$ cat src/rtl/nibble_serial_alu.sv
// nibble_serial_alu: 16-bit ALU that processes one 4-bit nibble per cycle.
// Operations: AND, OR, ADD, SUB, SLT (signed less-than); other op codes
// complete with a zero result.
// Ports:
//   clk, reset              clock; asynchronous active-high reset
//   in_valid/in_ready       operand bundle handshake (a, b, op)
//   a, b [15:0], op [2:0]   operands and operation code
//   out_valid/out_ready     result handshake
//   result [15:0]           final result, held stable while out_valid
//   cout, overflow, zero    carry out of bit 15, signed overflow, result==0
module nibble_serial_alu (
  input  logic        clk,
  input  logic        reset,
  input  logic        in_valid,
  output logic        in_ready,
  input  logic [15:0] a,
  input  logic [15:0] b,
  input  logic [2:0]  op,
  output logic        out_valid,
  input  logic        out_ready,
  output logic [15:0] result,
  output logic        cout,
  output logic        overflow,
  output logic        zero
);

  localparam int unsigned DataW = 16;
  localparam int unsigned NibW  = 4;
  localparam int unsigned IdxW  = 2;
  localparam int unsigned OpW   = 3;

  localparam logic [OpW-1:0] OpAnd = 3'b000;
  localparam logic [OpW-1:0] OpOr  = 3'b001;
  localparam logic [OpW-1:0] OpAdd = 3'b010;
  localparam logic [OpW-1:0] OpSub = 3'b110;
  localparam logic [OpW-1:0] OpSlt = 3'b111;

  typedef enum logic [1:0] {
    S_IDLE = 2'd0,
    S_RUN  = 2'd1,
    S_DONE = 2'd2
  } state_e;

  state_e state_q, state_d;

  logic             in_ready_q, in_ready_d;
  logic             out_valid_q, out_valid_d;
  logic [DataW-1:0] a_q, a_d;
  logic [DataW-1:0] b_q, b_d;
  logic [OpW-1:0]   op_q, op_d;
  logic [DataW-1:0] acc_q, acc_d;
  logic             carry_q, carry_d;
  logic [IdxW-1:0]  idx_q, idx_d;
  logic [DataW-1:0] result_q, result_d;
  logic             cout_q, cout_d;
  logic             ovf_q, ovf_d;
  logic             zero_q, zero_d;

  logic             accept_c;
  logic             last_c;
  logic             is_sub_c;
  logic             is_arith_c;
  logic [NibW-1:0]  a_nib_c;
  logic [NibW-1:0]  b_nib_c;
  logic [NibW-1:0]  b_eff_c;
  logic             cin_c;
  logic [NibW:0]    sum_c;
  logic [NibW-1:0]  nib_res_c;
  logic             ovf_c;
  logic [DataW-1:0] final_c;

  assign accept_c   = in_valid && in_ready_q;
  assign last_c     = (idx_q == IdxW'(3));
  assign is_sub_c   = (op_q == OpSub) || (op_q == OpSlt);
  assign is_arith_c = is_sub_c || (op_q == OpAdd);

  // Nibble slice of the latched operands selected by the nibble index.
  assign a_nib_c = a_q[{idx_q, 2'b00} +: NibW];
  assign b_nib_c = b_q[{idx_q, 2'b00} +: NibW];

  // Subtraction is A + ~B + 1: invert B and seed carry-in of nibble 0.
  assign b_eff_c = is_sub_c ? ~b_nib_c : b_nib_c;
  assign cin_c   = (idx_q == IdxW'(0)) ? is_sub_c : carry_q;
  assign sum_c   = {1'b0, a_nib_c} + {1'b0, b_eff_c} + (NibW+1)'(cin_c);

  // Per-nibble result; undefined op codes yield zero.
  always_comb begin
    nib_res_c = '0;
    case (op_q)
      OpAnd:               nib_res_c = a_nib_c & b_nib_c;
      OpOr:                nib_res_c = a_nib_c | b_nib_c;
      OpAdd, OpSub, OpSlt: nib_res_c = sum_c[NibW-1:0];
      default:             nib_res_c = '0;
    endcase
  end

  // Signed overflow, meaningful only while the top nibble is processed.
  assign ovf_c = is_arith_c && (a_q[DataW-1] == b_eff_c[NibW-1]) &&
                 (sum_c[NibW-1] != a_q[DataW-1]);

  // Final 16-bit word; SLT corrects the sign bit with overflow.
  always_comb begin
    final_c = {nib_res_c, acc_q[DataW-NibW-1:0]};
    if (op_q == OpSlt) begin
      final_c = {15'b0, sum_c[NibW-1] ^ ovf_c};
    end
  end

  // State register.
  always_ff @(posedge clk or posedge reset) begin
    if (reset) begin
      state_q <= S_IDLE;
    end else begin
      state_q <= state_d;
    end
  end

  // Next-state logic and registered handshake outputs.
  always_comb begin
    state_d     = state_q;
    in_ready_d  = 1'b0;
    out_valid_d = 1'b0;
    case (state_q)
      S_IDLE: if (accept_c) state_d = S_RUN;
      S_RUN:  if (last_c) state_d = S_DONE;
      S_DONE: if (out_ready) state_d = S_IDLE;
      default: state_d = S_IDLE;
    endcase
    in_ready_d  = (state_d == S_IDLE);
    out_valid_d = (state_d == S_DONE);
  end

  // Datapath next-state: latch on accept, one nibble per RUN cycle.
  always_comb begin
    a_d      = a_q;
    b_d      = b_q;
    op_d     = op_q;
    acc_d    = acc_q;
    carry_d  = carry_q;
    idx_d    = idx_q;
    result_d = result_q;
    cout_d   = cout_q;
    ovf_d    = ovf_q;
    zero_d   = zero_q;
    if (state_q == S_IDLE) begin
      if (accept_c) begin
        a_d     = a;
        b_d     = b;
        op_d    = op;
        acc_d   = '0;
        carry_d = 1'b0;
        idx_d   = '0;
      end
    end else if (state_q == S_RUN) begin
      acc_d[{idx_q, 2'b00} +: NibW] = nib_res_c;
      carry_d = is_arith_c ? sum_c[NibW] : 1'b0;
      idx_d   = idx_q + IdxW'(1);
      if (last_c) begin
        result_d = final_c;
        cout_d   = is_arith_c ? sum_c[NibW] : 1'b0;
        ovf_d    = ovf_c;
        zero_d   = (final_c == '0);
      end
    end
  end

  // Datapath and output registers.
  always_ff @(posedge clk or posedge reset) begin
    if (reset) begin
      in_ready_q  <= 1'b1;
      out_valid_q <= 1'b0;
      a_q         <= '0;
      b_q         <= '0;
      op_q        <= '0;
      acc_q       <= '0;
      carry_q     <= 1'b0;
      idx_q       <= '0;
      result_q    <= '0;
      cout_q      <= 1'b0;
      ovf_q       <= 1'b0;
      zero_q      <= 1'b0;
    end else begin
      in_ready_q  <= in_ready_d;
      out_valid_q <= out_valid_d;
      a_q         <= a_d;
      b_q         <= b_d;
      op_q        <= op_d;
      acc_q       <= acc_d;
      carry_q     <= carry_d;
      idx_q       <= idx_d;
      result_q    <= result_d;
      cout_q      <= cout_d;
      ovf_q       <= ovf_d;
      zero_q      <= zero_d;
    end
  end

  assign in_ready  = in_ready_q;
  assign out_valid = out_valid_q;
  assign result    = result_q;
  assign cout      = cout_q;
  assign overflow  = ovf_q;
  assign zero      = zero_q;

endmodule

$ cat config.mk
export PLATFORM = sky130hd
export DESIGN_NAME = nibble_serial_alu
export DESIGN_NICKNAME = d
export VERILOG_FILES = /design/src/rtl/nibble_serial_alu.sv
export SDC_FILE = /design/constraint.sdc
export NUM_CORES = 1
export LEC_CHECK = 0
export CAP_MARGIN = 20
export CORE_UTILIZATION = 53
export DETAILED_ROUTE_END_ITERATION = 8
export PLACE_DENSITY = 0.89
export SLEW_MARGIN = 30
export SYNTH_ARGS = -nofsm -noshare
export SYNTH_HDL_FRONTEND = slang
export SYNTH_SLANG_ARGS = --single-unit
$ cat constraint.sdc
create_clock -name clk -period 4 [get_ports clk]
set_input_delay 0.8 -clock clk [delete_from_list [all_inputs] [get_ports clk]]
set_output_delay 0.8 -clock clk [all_outputs]
set_load 0.1 [all_outputs]
**Sequential cells grouped by signal name**

Other sequential cells in the stronger gray, the rest of the logic in the fainter gray.
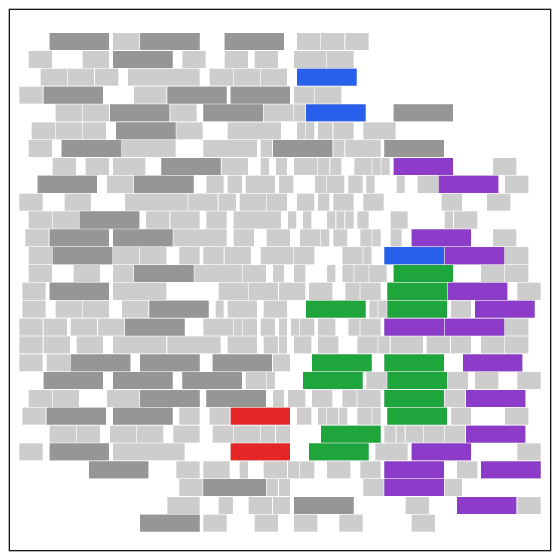
[green] `acc_q` | placed flops: 12
[red] `state_q` | placed flops: 2
[purple] `result` | placed flops: 16
[blue] `op_q` | placed flops: 3
not colored: 40

**Gate-type map**

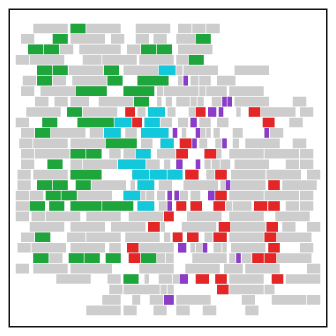
[cyan] fa/ha/maj cells | cells: 15 | where: middle
[purple] nand cells | cells: 23
[red] non-inverting ao/oa cells | cells: 34
[green] mux cells | cells: 42

==> impl_metrics.ini <==
; physical design summary
[yosys]
yosysMostFrequentCell = dfrtp_1
ys_sh_mux_pct = 16.57
ys_ff = 73
common_cells = dfrtp_1 (72), mux2_2 (34), a22o_1 (23), nand2_1 (16), o21ai_0 (10)
ff_type = dfrtp_1
edf_count = 0
avgSynthCellArea_um2 = 13.21
yosys_warnings = 0
fp_nets = 309
ys_sh_aoi_pct = 13.24
synth_area_um2 = 3421
synthArstFlopShare_pct = 100.0
yosys.stat.chipArea_um2 = 3421

[floorplan]
coreArea_um2 = 6061
num_io_pins = 60
rows = 28
fp_util_pct = 56.44

[clock_tree]
root_buffer = clkbuf_8
cts_hold_buffers = 0
cts_tree = yes

[sta]
worst_pin_slew_ps = 967.4
relSlewSlack_pct = 35.31
finalCritPeriodShare_pct = 84.00
hold_ws_ps = 490.7
min_period_ps = 3360
rsz0062_at_grt = false

[worst_setup_path]
cp.arrival_ps = 3630
startpoint_type = register
max_stage_delay_ps = 730
cp_slowest_cell = dfrtp_1
cp_max_fo = 13
crit_family = adder cells

[grt]
grt-ovfl-total = 0
antenna_found_initial = 0

[drt]
wl_per_cell_um = 16.92
firstDrtPassIters = 4
first_iter_violations = 182

[placed_design]
placed_cell_area_um2 = 4068
io_buffer_count = 59
gp_congestion = 0.8166
dp_slack_ps = 637.8

[final_layout]
logic_area_um2 = 1489
regArea_um2 = 1828
layout-drive-gt1-share_pct = 23.24

[outcome]
run_status = complete, no violations

[flow_run]
warnings = 31

[hold_path]
hold_class = reg -> reg
**Met2 routing**

Cells faint in the background.
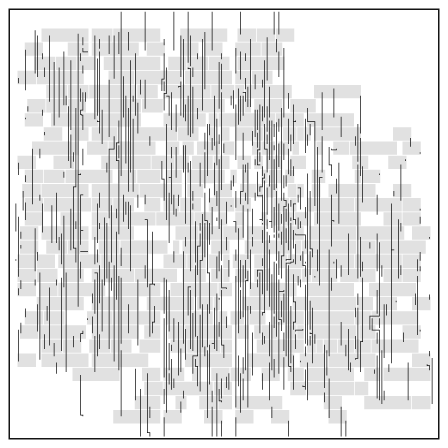
nets with wire on the layer: 324
share of all routed wire: 48%
wire length on this layer: 3280 µm
longest straight run: 52.4 µm

-- final timing paths --
kind / cells past startpoint / end / slack, ps / start
worst max-delay path: 8 / zero / 640 / idx_q[0]
worst min-delay path: 2 / result[13] / 490 / result[13]
worst max register to register: 8 / zero / 640 / idx_q[0]
worst min register to register: 2 / result[13] / 490 / result[13]
max in group asynchronous: 3 / result[3] / 2490 / reset
min in group asynchronous: 2 / acc_q[8] / 890 / reset
-- cell usage in the layout, fill, tap and decap left out, types with 2 or more instances in the layout --
cell type	instances
a21o_1	5
buf_4	4
nand2_1	16
a21oi_1	8
bufinv_16	2
nor4_1	3
xnor2_1	4
o31ai_1	2
and3_1	2
mux4_2	7
a22o_1	23
o21ai_0	10
clkbuf_8	9
ha_1	9
nand3_1	3
dfrtp_1	72
mux2_2	34
maj3_2	3
nor2_1	6
inv_6	2
nand2b_1	2
a31oi_1	2
and4b_1	2
inv_1	8
clkinv_4	2
nor2b_1	2
a22o_2	4
fa_1	2
clkdlybuf4s50_1	59
-- sequential cells by signal (all words and copies together), names as in the netlist, 2 cells and up --
name     cells
a_q         16
acc_q       12
b_q         16
idx_q        2
op_q         3
result      16
state_q      2
-- layout make-up --
cell class,instances,area share (%)
Clock buffer,9,2.886
Timing Repair Buffer,63,14.46
Inverter,9,0.8455
Tap cell,75,2.187
Clock inverter,7,2.332
Sequential cell,73,42.59
Multi-Input combinational cell,166,34.69
-- layer usage --
layer  vias up  track usage [%]  wire (µm)
met5         -                0          0
met1      1158            30.36       3034
met2        72            36.20       3275
met3        18            4.725        305
met4         0            12.63        188
li1       1093                -          -
